===== config.mk =====
export PLATFORM = sky130hd
export DESIGN_NAME = sfpp_link_supervisor
export DESIGN_NICKNAME = d
export VERILOG_FILES = /design/src/rtl/sfpp_link_supervisor.sv
export SDC_FILE = /design/constraint.sdc
export NUM_CORES = 1
export LEC_CHECK = 0
export ABC_AREA = 1
export CORE_UTILIZATION = 50
export CTS_CLUSTER_SIZE = 16
export DETAILED_ROUTE_END_ITERATION = 16
export DONT_BUFFER_PORTS = 1
export GPL_TIMING_DRIVEN = 0
export REMOVE_ABC_BUFFERS = 1
export SLEW_MARGIN = 20
export SYNTH_ARGS = -nofsm -noshare
export SYNTH_HDL_FRONTEND = slang
export SYNTH_SLANG_ARGS = --single-unit

===== constraint.sdc =====
create_clock -name clk -period 4.1 [get_ports clk]
set_input_delay 0.615 -clock clk [delete_from_list [all_inputs] [get_ports clk]]
set_output_delay 0.615 -clock clk [all_outputs]
set_load 0.02 [all_outputs]

===== src/rtl/sfpp_link_supervisor.sv =====
// SFP+ link supervisor: per-channel lock FSMs with automatic RX datapath
// reset recovery, drop/reset counters and a Wishbone control/status slave.
module sfpp_link_supervisor #(
    parameter int N_CHANNELS   = 2,
    parameter int RESET_CYCLES = 16,
    parameter int LOCK_TIMEOUT = 1024,
    parameter int LOSS_FILTER  = 4,
    parameter int CNT_WIDTH    = 16
) (
    input  logic                  clk,
    input  logic                  rst_n,
    input  logic [N_CHANNELS-1:0] rx_block_lock,
    input  logic [N_CHANNELS-1:0] rx_high_ber,
    output logic [N_CHANNELS-1:0] rx_datapath_reset,
    output logic [N_CHANNELS-1:0] loopback,
    output logic [N_CHANNELS-1:0] link_up,
    output logic                  irq,
    input  logic                  wb_cyc,
    input  logic                  wb_stb,
    input  logic                  wb_we,
    input  logic [7:0]            wb_adr,
    input  logic [31:0]           wb_dat_i,
    output logic [31:0]           wb_dat_o,
    output logic                  wb_ack
);

    localparam logic [1:0] ST_RESET = 2'd0;
    localparam logic [1:0] ST_WAIT  = 2'd1;
    localparam logic [1:0] ST_UP    = 2'd2;
    localparam logic [1:0] ST_DIS   = 2'd3;

    localparam int TMAX = (RESET_CYCLES > LOCK_TIMEOUT) ? RESET_CYCLES : LOCK_TIMEOUT;
    localparam int TW   = $clog2(TMAX + 1);
    localparam int BW   = $clog2(LOSS_FILTER + 1);

    localparam logic [TW-1:0]        RST_LAST  = TW'(RESET_CYCLES - 1);
    localparam logic [TW-1:0]        LOCK_LAST = TW'(LOCK_TIMEOUT - 1);
    localparam logic [BW-1:0]        BAD_LAST  = BW'(LOSS_FILTER - 1);
    localparam logic [CNT_WIDTH-1:0] CNT_MAX   = '1;

    logic [1:0]           state     [N_CHANNELS];
    logic [1:0]           state_nxt [N_CHANNELS];
    logic [TW-1:0]        timer     [N_CHANNELS];
    logic [BW-1:0]        bad_cnt   [N_CHANNELS];
    logic [CNT_WIDTH-1:0] drop_cnt  [N_CHANNELS];
    logic [CNT_WIDTH-1:0] reset_cnt [N_CHANNELS];

    logic [N_CHANNELS-1:0] sticky;
    logic [N_CHANNELS-1:0] enable;
    logic [N_CHANNELS-1:0] bad;
    logic [N_CHANNELS-1:0] en_nxt;
    logic [N_CHANNELS-1:0] force_rst;
    logic [N_CHANNELS-1:0] drop_inc;
    logic [N_CHANNELS-1:0] rst_inc;
    logic [N_CHANNELS-1:0] wr_ctrl;
    logic [N_CHANNELS-1:0] wr_status;
    logic [N_CHANNELS-1:0] wr_drop;
    logic [N_CHANNELS-1:0] wr_rstc;

    logic        req;
    logic        wr;
    logic [31:0] rdata;
    logic        unused_dat;

    assign req = wb_cyc & wb_stb & ~wb_ack;
    assign wr  = req & wb_we;
    assign bad = ~rx_block_lock | rx_high_ber;

    assign unused_dat = ^{wb_dat_i[31:5], wb_dat_i[3]};

    always_comb begin
        for (int c = 0; c < N_CHANNELS; c++) begin
            wr_ctrl[c]   = wr && (wb_adr == {4'(c + 1), 4'h0});
            wr_status[c] = wr && (wb_adr == {4'(c + 1), 4'h4});
            wr_drop[c]   = wr && (wb_adr == {4'(c + 1), 4'h8});
            wr_rstc[c]   = wr && (wb_adr == {4'(c + 1), 4'hC});
        end
    end

    // A CTRL write acts on the FSM at the same edge that acks it.
    always_comb begin
        for (int c = 0; c < N_CHANNELS; c++) begin
            en_nxt[c]    = wr_ctrl[c] ? wb_dat_i[0] : enable[c];
            force_rst[c] = wr_ctrl[c] & wb_dat_i[1];
            state_nxt[c] = state[c];
            drop_inc[c]  = 1'b0;
            rst_inc[c]   = 1'b0;
            if (!en_nxt[c]) begin
                state_nxt[c] = ST_DIS;
            end else if (state[c] == ST_DIS) begin
                state_nxt[c] = ST_RESET;
            end else if (force_rst[c]) begin
                state_nxt[c] = ST_RESET;
                rst_inc[c]   = 1'b1;
            end else begin
                case (state[c])
                    ST_RESET: begin
                        if (timer[c] == RST_LAST) state_nxt[c] = ST_WAIT;
                    end
                    ST_WAIT: begin
                        if (!bad[c]) begin
                            state_nxt[c] = ST_UP;
                        end else if (timer[c] == LOCK_LAST) begin
                            state_nxt[c] = ST_RESET;
                            rst_inc[c]   = 1'b1;
                        end
                    end
                    ST_UP: begin
                        if (bad[c] && bad_cnt[c] == BAD_LAST) begin
                            state_nxt[c] = ST_RESET;
                            drop_inc[c]  = 1'b1;
                        end
                    end
                    default: ;
                endcase
            end
        end
    end

    always_ff @(posedge clk or negedge rst_n) begin
        if (!rst_n) begin
            for (int c = 0; c < N_CHANNELS; c++) begin
                state[c]     <= ST_RESET;
                timer[c]     <= '0;
                bad_cnt[c]   <= '0;
                drop_cnt[c]  <= '0;
                reset_cnt[c] <= '0;
            end
            sticky            <= '0;
            enable            <= '1;
            loopback          <= '0;
            rx_datapath_reset <= '1;
            link_up           <= '0;
            irq               <= 1'b0;
        end else begin
            for (int c = 0; c < N_CHANNELS; c++) begin
                state[c] <= state_nxt[c];
                if (state_nxt[c] != state[c] || state[c] == ST_UP || state[c] == ST_DIS)
                    timer[c] <= '0;
                else
                    timer[c] <= timer[c] + 1'b1;
                if (state[c] == ST_UP && state_nxt[c] == ST_UP && bad[c])
                    bad_cnt[c] <= bad_cnt[c] + 1'b1;
                else
                    bad_cnt[c] <= '0;
                if (wr_drop[c])
                    drop_cnt[c] <= '0;
                else if (drop_inc[c] && drop_cnt[c] != CNT_MAX)
                    drop_cnt[c] <= drop_cnt[c] + 1'b1;
                if (wr_rstc[c])
                    reset_cnt[c] <= '0;
                else if (rst_inc[c] && reset_cnt[c] != CNT_MAX)
                    reset_cnt[c] <= reset_cnt[c] + 1'b1;
                if (wr_status[c] && wb_dat_i[4])
                    sticky[c] <= 1'b0;
                else if (drop_inc[c])
                    sticky[c] <= 1'b1;
                if (wr_ctrl[c])
                    loopback[c] <= wb_dat_i[2];
                enable[c]            <= en_nxt[c];
                rx_datapath_reset[c] <= (state_nxt[c] == ST_RESET);
                link_up[c]           <= (state_nxt[c] == ST_UP);
            end
            irq <= |sticky;
        end
    end

    always_comb begin
        rdata = '0;
        if (wb_adr == 8'h00)
            rdata = {16'h5346, 8'h00, 8'(N_CHANNELS)};
        for (int c = 0; c < N_CHANNELS; c++) begin
            if (wb_adr[7:4] == 4'(c + 1)) begin
                case (wb_adr[3:0])
                    4'h0: rdata = {29'd0, loopback[c], 1'b0, enable[c]};
                    4'h4: rdata = {27'd0, sticky[c], state[c],
                                   rx_high_ber[c], rx_block_lock[c]};
                    4'h8: rdata = 32'(drop_cnt[c]);
                    4'hC: rdata = 32'(reset_cnt[c]);
                    default: ;
                endcase
            end
        end
    end

    always_ff @(posedge clk or negedge rst_n) begin
        if (!rst_n) begin
            wb_ack   <= 1'b0;
            wb_dat_o <= '0;
        end else begin
            wb_ack   <= req;
            wb_dat_o <= req ? rdata : '0;
        end
    end

endmodule


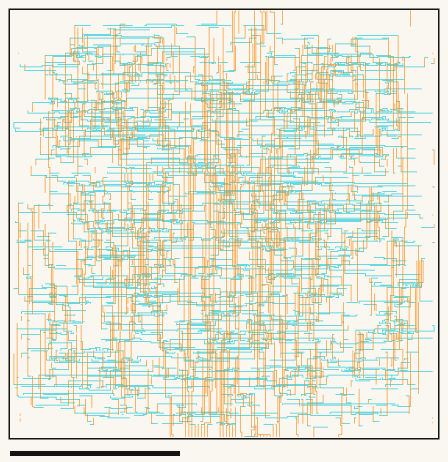
Fig. 1. Wiring by layer (run 1).
The bar under the picture is 50 um long. Only two layers are drawn.
layer	color	wire length
M2	orange	8260 um
M1	cyan	9050 um
All-Layer GR Usage: 24.7%
routed via count: 6365
Total Routed Length: 18.3 mm

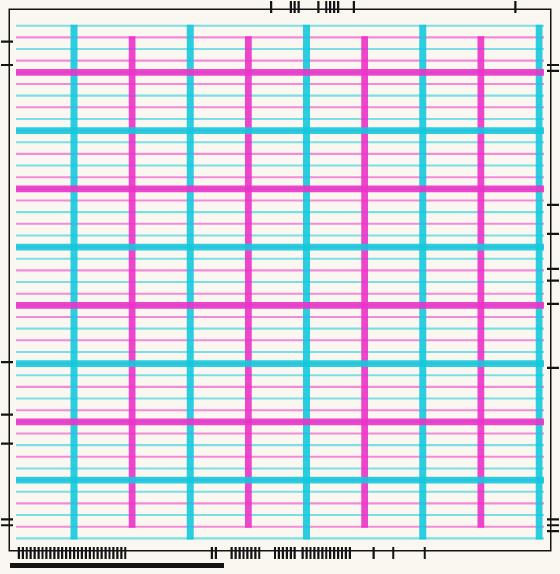
Fig. 2. Power grid (run 1).
The bar under the picture is 50 um long. Pins as bars on the die edge.
net	color
VDD	magenta
VSS	cyan
met5 straps	8
rows	44
height of the die: 126 um
Max IR drop VDD: 0.289 mV
Core Box Area: 14800 um2
die width: 126 um

==> impl_metrics.py, run 1 <==
# Generated from Yosys and OpenROAD reports
metrics = {
    "worst_setup_path": {
        "timing.critical_path.to": "wb_dat_o[3]$_DFF_PN0_",
        "r2r_slack_ns": 1.70,
        "worst_path_cell_with_the_longest_stage_delay": "sky130_fd_sc_hd__nor2_1",
    },
    "route": {
        "detailroute.wirelength.met3_um": 710,
        "drt-initial-drc-count": 501,
        "drt-met1-wl_mm": 9.05,
        "avgRoutedWirePerCell_um": 15.3,
        "drc": 0,
    },
    "clock_network": {
        "cts_resized": 0,
        "clk_pin_slew_ns": 0.06,
    },
    "final_layout": {
        "final_layout_size_suffix_gt1_share_pct": 9.17,
        "layout.core_utilization_pct": 56.7,
        "final_instance_count_without_filler_cells": 1198,
    },
    "logic_synthesis": {
        "netlist_area_pre_place_um2": 7700,
        "synth-async-reset-ratio_pct": 100,
        "common_cells": "sky130_fd_sc_hd__nand2_1 (241), sky130_fd_sc_hd__nor2_1 (148), sky130_fd_sc_hd__dfrtp_1 (121)",
        "ys_chip_area_um2": 7700,
        "cells_in_synth_stat_txt": 1012,
        "synth.distinct_cells": 50,
    },
    "timing": {
        "slew-limit-headroom_pct": 36.2,
        "rsz0062_at_grt": "no",
        "final_min_period_over_clock_period_pct": 58.6,
        "final_hold_violating_endpoints": 0,
    },
    "outcome": {
        "status": "finished, final reports clean",
    },
    "global_routing": {
        "grt_pass1_vias": 6003,
        "grt_most_used_layer": "met2",
        "gr-total-overflow": 0,
    },
    "placed_design": {
        "post_dp_cell_area_um2": 7690,
        "placement.io_buffers": 0,
    },
    "power_and_ir_drop": {
        "static-leakage-power_nw": 3.98,
    },
    "floorplan": {
        "floorplan.initialDensity_pct": 52.2,
    },
}
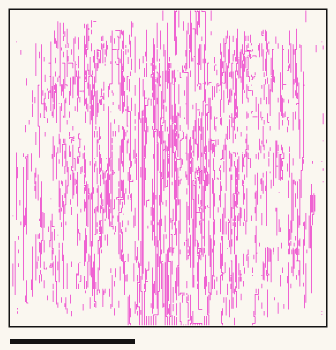
Fig. 3. Met2 routing (run 1).
The bar under the picture is 50 um long.
wire length on this layer	8260 um
nets with wire on the layer	788
main direction	vertical
longest straight run	72.9 um
met2 layer usage reported by global route: 38.6%

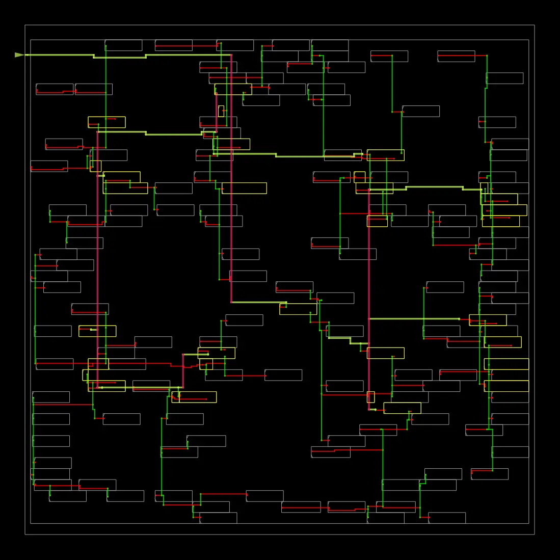
Fig. 4. Clock routing (run 1).
worst clock skew on the final layout: 0.0108 ns
number of flip-flops and latches: 125
CLK BUF: 21
clock network power: 0.00166 W

==> run 1: registers in the layout (all words and copies together) (netlist names) <==
signal and cells:
reset_cnt 32, bad_cnt 6, drop_cnt 32, rx_datapath_reset 2
enable 2, state 4, link_up 2, sticky 2
loopback 2, wb_ack 1, wb_dat_o 17, timer 22
irq 1
==> run 1: layout by cell type, fill, tap and decap left out, types with 2 or more instances in the layout <==
cell type and count:
sky130_fd_sc_hd__nand2_1 241, sky130_fd_sc_hd__nor2_1 148, sky130_fd_sc_hd__dfrtp_1 120, sky130_fd_sc_hd__nand3_1 105, sky130_fd_sc_hd__inv_1 94, sky130_fd_sc_hd__xor2_1 55
sky130_fd_sc_hd__nand4_1 27, sky130_fd_sc_hd__o21ai_0 22, sky130_fd_sc_hd__nor3_1 20, sky130_fd_sc_hd__a21oi_1 18, sky130_fd_sc_hd__clkbuf_16 17, sky130_fd_sc_hd__nor2_2 15
sky130_fd_sc_hd__nand2_2 11, sky130_fd_sc_hd__ha_1 10, sky130_fd_sc_hd__xnor2_1 9, sky130_fd_sc_hd__conb_1 9, sky130_fd_sc_hd__o22ai_1 7, sky130_fd_sc_hd__o21ai_1 7
sky130_fd_sc_hd__nand3_2 6, sky130_fd_sc_hd__nand2_4 5, sky130_fd_sc_hd__bufinv_16 5, sky130_fd_sc_hd__nor2_4 4, sky130_fd_sc_hd__a31oi_1 4, sky130_fd_sc_hd__dfstp_2 4
sky130_fd_sc_hd__inv_2 3, sky130_fd_sc_hd__clkinv_1 3, sky130_fd_sc_hd__o2111ai_1 3, sky130_fd_sc_hd__a41oi_1 3, sky130_fd_sc_hd__o221ai_1 3, sky130_fd_sc_hd__clkinv_2 3
sky130_fd_sc_hd__nand3_4 2, sky130_fd_sc_hd__a221oi_1 2, sky130_fd_sc_hd__nor3_2 2, sky130_fd_sc_hd__nor3b_1 2, sky130_fd_sc_hd__a21oi_4 2, sky130_fd_sc_hd__clkbuf_1 2
sky130_fd_sc_hd__clkbuf_8 2, sky130_fd_sc_hd__clkinvlp_4 2
==> run 1: area by class of cell <==
| type | count | area (um2) | area share [%] |
|---|---|---|---|
| multi-input combinational | 756 | 3950 | 47.2 |
| sequential | 125 | 3130 | 37.5 |
| clock buffer | 21 | 460 | 5.50 |
| inverter | 100 | 375 | 4.49 |
| tap | 184 | 230 | 2.75 |
| clock inverter | 11 | 189 | 2.26 |
| timing repair buffer | 1 | 27.5 | 0.329 |
==> run 1: what timing repair did <==
action | in CTS | in global routing
buffers inserted | 0 | 0
endpoints found under the hold margin | 121 | 0
hold buffers | 1 | 0
==> run 1: logic make-up after synthesis <==
logic type               share of synthesized area (%)
other                                           0.0487
adder cells (fa/ha/maj)                           1.63
AND-OR/OR-AND                                     6.13
flip-flops                                        40.7
AND/OR/NAND/NOR                                   35.9
buffers and inverters                             8.34
XOR/XNOR                                          7.28
==> run 1: critical path, delay by kind of cell, from the launching register on <==
kind                   cells  cell delay [ns]
AND-OR/OR-AND              1             0.52
buffers and inverters      2             0.53
flip-flops                 1             0.45
AND/OR/NAND/NOR            2             0.72
Fig. 5: run 1, signal wires on met3
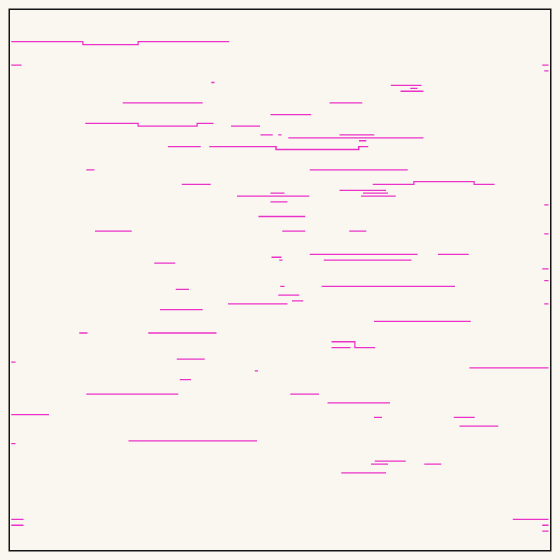

==> run 2: changes to the inputs <==
Settings changed: PLACE_DENSITY set to 0.68.
Clock period 4.1 ns to 1.9 ns, I/O delays scaled along.
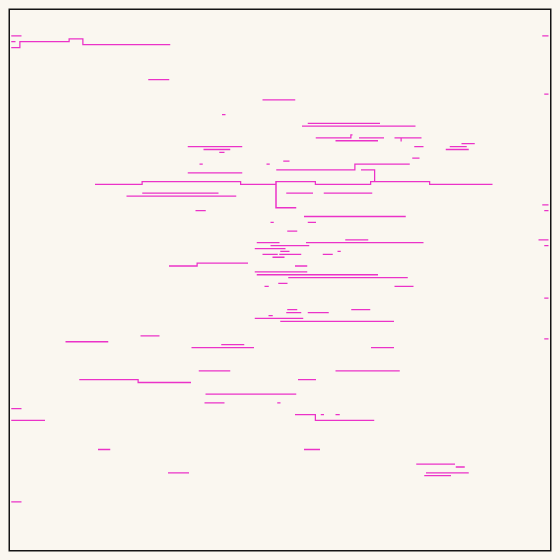
Fig. 6. Signal wires on met3 (run 2).
wire length on this layer	818 um
main direction	horizontal
longest straight run	28.1 um
Total Routed Length: 19.0 mm
routed via count: 6672
fraction of met3 tracks used by global routing: 4.50%

==> impl_metrics.py, run 2 <==
# Generated from Yosys and OpenROAD reports
metrics = {
    "outcome": {
        "status": "finished, violations left",
        "failed_checks": "hold timing",
    },
    "timing": {
        "final_min_period_over_clock_period_pct": 98.0,
        "final_hold_violating_endpoints": 125,
        "fin_skew_ns": 0.00757,
        "slew-limit-headroom_pct": 56.1,
        "fin_hold_ws_ns": -0.442,
        "rsz0062_at_grt": "yes",
    },
    "logic_synthesis": {
        "cells_in_synth_stat_txt": 1012,
        "netlist_area_pre_place_um2": 7700,
        "synth-async-reset-ratio_pct": 100,
        "synth.distinct_cells": 50,
        "common_cells": "sky130_fd_sc_hd__nand2_1 (241), sky130_fd_sc_hd__nor2_1 (148), sky130_fd_sc_hd__dfrtp_1 (121)",
    },
    "floorplan": {
        "floorplan.initialDensity_pct": 52.2,
        "die-height_um": 126,
        "chipWidth_um": 126,
    },
    "final_layout": {
        "area.sequential_um2": 3140,
        "layout_top_cells": "sky130_fd_sc_hd__nand2_1 (233), sky130_fd_sc_hd__nor2_1 (138), sky130_fd_sc_hd__dfrtp_1 (119)",
    },
    "global_routing": {
        "grt_pass1_vias": 6063,
        "gr-total-overflow": 0,
    },
    "placed_design": {
        "placement.io_buffers": 0,
    },
    "route": {
        "drt-initial-drc-count": 637,
    },
    "worst_setup_path": {
        "r2r_slack_ns": 0.04,
    },
}
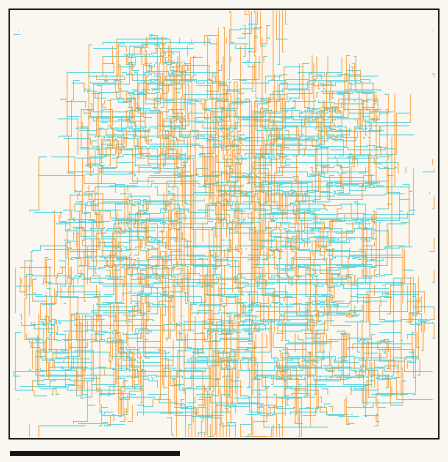
Fig. 7. Wiring by layer (run 2).
The bar under the picture is 50 um long. Only two layers are drawn.
wire length per cell after detailed routing: 15.6 um
All-Layer GR Usage: 24.8%

## run 2: how the worst max path moves through the flow
stage / from / endpoint / slack, ns / depth (start not counted)
2_1_floorplan: wb_adr[4] / drop_cnt[18]$_DFFE_PN0P_ / 0.003 / 9
5_1_grt: wb_ack$_DFF_PN0_ / reset_cnt[1]$_DFFE_PN0P_ / -0.06 / 10
3_3_place_gp: wb_adr[4] / drop_cnt[18]$_DFFE_PN0P_ / -0.58 / 9
6_report: wb_ack$_DFF_PN0_ / reset_cnt[7]$_DFFE_PN0P_ / 0.04 / 9
4_1_cts: drop_cnt[1]$_DFFE_PN0P_ / drop_cnt[13]$_DFFE_PN0P_ / 0.003 / 9
3_5_place_dp: wb_adr[4] / drop_cnt[18]$_DFFE_PN0P_ / -0.58 / 9
## run 2: cell families (layout without fill, tap and decap cells)
family,after synthesis,count (layout),share of synthesized area (%)
compound gates,76,76,6.13
flops,125,125,40.7
other cells,1,9,0.0487
xor+xnor,64,64,7.28
simple gates,597,599,35.9
fa+ha+maj,10,10,1.63
buf+inv,139,156,8.34
## run 2: routing by layer
layer	track usage, %	share of wire [%]	wire length, um	vias to the layer above
met1	34.5	46	8790	3190
met4	10.2	2.6	495	0
met3	4.50	4.3	818	32
met5	0	0	0	-
met2	38.2	47	8920	156
li1	-	-	-	3294
## run 2: worst max-delay path, cell delays in order, from the launching register on
cell,delay [ns]
sky130_fd_sc_hd__dfrtp_2,0.45
sky130_fd_sc_hd__inv_1,0.11
sky130_fd_sc_hd__nand3_4,0.15
sky130_fd_sc_hd__nor2_4,0.22
sky130_fd_sc_hd__nand3_2,0.19
sky130_fd_sc_hd__nand2_1,0.16
sky130_fd_sc_hd__nand3b_4,0.14
sky130_fd_sc_hd__buf_4,0.19
sky130_fd_sc_hd__nand3_1,0.06
sky130_fd_sc_hd__nand2_1,0.07
## run 2: what timing repair did
| action | in CTS | in global routing |
|---|---|---|
| gates resized | 27 | 44 |
| endpoints found under the setup margin | 97 | 91 |
| pin swaps | 8 | 8 |
| setup buffers | 14 | 10 |
| cloned | 0 | 2 |
| hold endpoints to repair | 125 | 125 |
## run 2: metrics by stage
step                worst slack, ns  std cells  setup TNS [ns]  hold WS (ns)
CTS                         0.00277       1211               0        -0.460
detailed placement           -0.577       1165          -27.88      -0.00839
finish                       0.0380       1223               0        -0.442
floorplan                   0.00313        981               0       -0.0106
global route                -0.0563       1223          -0.742        -0.461
global placement             -0.575       1165          -25.64      -0.00733
## run 2: cell type report
type,instances,share of cell area (%)
inverter,100,4.36
clock buffer,17,4.81
multi-input combinational,758,48.3
clock inverter,15,1.95
sequential,125,35.4
tap,184,2.60
timing repair buffer,24,2.50
## run 2: power by group
part           switching, W  total (W)  internal, W
clock               0.00124    0.00329      0.00205
sequential        0.0000146    0.00269      0.00268
combinational      0.000112   0.000151    0.0000396
total               0.00137    0.00614      0.00477
Fig. 8: run 2, met2 routing
The bar under the picture is 50 um long.
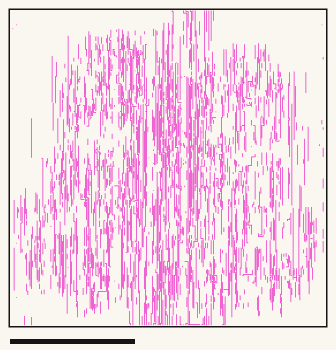

==> run 3: changes to the inputs <==
Settings changed: PLACE_DENSITY 0.68 to unset.
Clock period 1.9 ns to 1.95 ns, I/O delays scaled along.
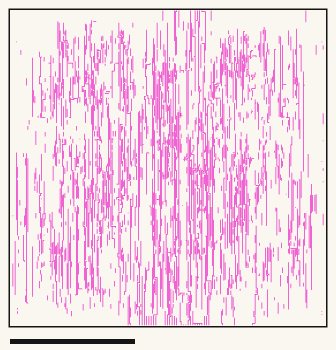
Fig. 9. Met2 routing (run 3).
The bar under the picture is 50 um long.
met2 layer usage reported by global route: 39.8%
routed via count: 6542
Total Routed Length: 19.2 mm

==> impl_metrics.py, run 3 <==
# Generated from Yosys and OpenROAD reports
metrics = {
    "outcome": {
        "status": "finished, violations left",
        "failed_checks": "hold timing",
    },
    "logic_synthesis": {
        "synth_compound_gate_area_share_pct": 6.13,
        "netlist_logic_family_top": "simple AND/OR/NAND/NOR gates",
        "synth.area.mux_share_pct": 0,
        "synth-async-reset-ratio_pct": 100,
        "netlist_area_pre_place_um2": 7700,
        "simple_share_synth_pct": 35.9,
        "synth.distinct_cells": 50,
    },
    "global_routing": {
        "grt_pass1_vias": 6155,
        "grt_util_all_layers_pct": 25.3,
    },
    "placed_design": {
        "post_dp_cell_area_um2": 7690,
    },
    "timing": {
        "final_hold_violating_endpoints": 125,
        "fin_skew_ns": 0.00929,
        "fin_hold_ws_ns": -0.439,
        "final_min_period_over_clock_period_pct": 95.7,
    },
    "final_layout": {
        "mostFrequentLayoutCell": "sky130_fd_sc_hd__nand2_1",
        "layout.core_utilization_pct": 59.7,
        "reg_top3": "drop_cnt x32, reset_cnt x32, timer x22",
    },
    "floorplan": {
        "floorplan.initialDensity_pct": 52.2,
        "chipWidth_um": 126,
    },
    "route": {
        "drt-initial-drc-count": 642,
        "avgRoutedWirePerCell_um": 15.7,
    },
    "power_and_ir_drop": {
        "share_comb_of_total_power_pct": 2.3,
        "static-leakage-power_nw": 4.15,
    },
}
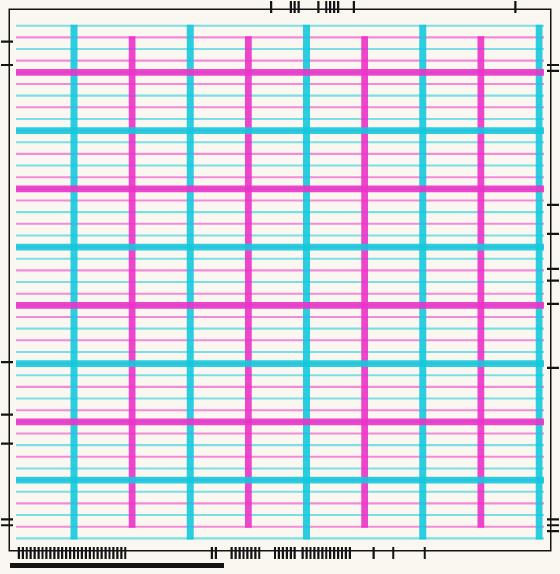
Fig. 10. Power grid (run 3).
The bar under the picture is 50 um long. Pins as bars on the die edge.
Max IR drop VDD: 0.590 mV

==> run 3: cell count changes in the layout (fill, tap and decap cells not counted), sizes merged <==
cell,change
buf,-3
bufinv,+2
clkbuf,+4
clkinv,-5
clkinvlp,-1
nand2,+1
nand3,-1
nand3b,+1
==> run 3: how the worst min path moves through the flow <==
stage                     start                   end  slack (ns)  cells past startpoint
after floorplan           rst_n  bad_cnt[0]$_DFF_PN0_      -0.003                      0
after global placement    rst_n    timer[8]$_DFF_PN0_     -0.0004                      0
after detailed placement  rst_n    timer[9]$_DFF_PN0_       0.001                      0
after CTS                 rst_n   timer[10]$_DFF_PN0_       -0.45                      0
after global routing      rst_n    timer[9]$_DFF_PN0_       -0.45                      0
final                     rst_n    state[1]$_DFF_PN0_       -0.44                      0
==> run 3: timing repair <==
| action | 4_1_cts | 5_1_grt |
|---|---|---|
| gates cloned | 2 | 1 |
| hold endpoints to repair | 125 | 125 |
| setup buffers | 9 | 12 |
| resized | 22 | 36 |
| endpoints found under the setup margin | 91 | 90 |
| pin swaps | 4 | 5 |
==> run 3: power by group through the flow <==
stage / Clock [W] / Sequential, W / Combinational [W]
detailed placement: 0 / 0.00267 / 0.000128
global route: 0.00364 / 0.00262 / 0.000160
CTS: 0.00355 / 0.00262 / 0.000139
floorplan: 0 / 0.00266 / 0.000104
finish: 0.00349 / 0.00262 / 0.000144
global placement: 0 / 0.00267 / 0.000127
==> run 3: cell type report <==
type / instances / area (um2)
Tap cell: 184 / 230
Fill cell: 1377 / 5940
Multi-Input combinational cell: 759 / 4210
Clock inverter: 11 / 189
Clock buffer: 21 / 460
Timing Repair Buffer: 21 / 195
Sequential cell: 125 / 3140
Inverter: 100 / 389
==> run 3: kinds of logic after synthesis <==
| kind of cell | Yosys count |
|---|---|
| AND/OR/NAND/NOR | 597 |
| buffers and inverters | 139 |
| flip-flops | 125 |
| AND-OR/OR-AND | 76 |
| XOR/XNOR | 64 |
| adder cells (fa/ha/maj) | 10 |
| other | 1 |
==> run 3: per-layer routing <==
metal  vias up  routed length (um)  global-route usage, %  share of wire [%]
met5         -                   0                      0                  0
met4         0                 382                   8.43                2.0
met3        31                 717                   5.82                3.7
met2       136                8890                   39.8                 46
met1      3096                9220                   34.3                 48
li1       3279                   -                      -                  -
==> run 3: worst max-delay path: stages, from the launching register on <==
cell and delay (ns):
sky130_fd_sc_hd__dfrtp_2 0.45, sky130_fd_sc_hd__inv_1 0.11, sky130_fd_sc_hd__nand3_4 0.15, sky130_fd_sc_hd__nor2_4 0.23, sky130_fd_sc_hd__nand3_2 0.16, sky130_fd_sc_hd__nand2_2 0.15
sky130_fd_sc_hd__nand3b_4 0.18, sky130_fd_sc_hd__buf_4 0.19, sky130_fd_sc_hd__nand3_1 0.06, sky130_fd_sc_hd__nand2_1 0.08
==> run 3: through the flow <==
| stage | setup TNS, ns | worst slack (ns) | instances |
|---|---|---|---|
| finish | 0 | 0.0837 | 1221 |
| floorplan | 0 | 0.0456 | 981 |
| global route | -0.00204 | -0.00138 | 1221 |
| global placement | -23.83 | -0.547 | 1165 |
| CTS | 0 | 0.00256 | 1208 |
| detailed placement | -23.38 | -0.519 | 1165 |
Power and IR drop assume default switching activity.
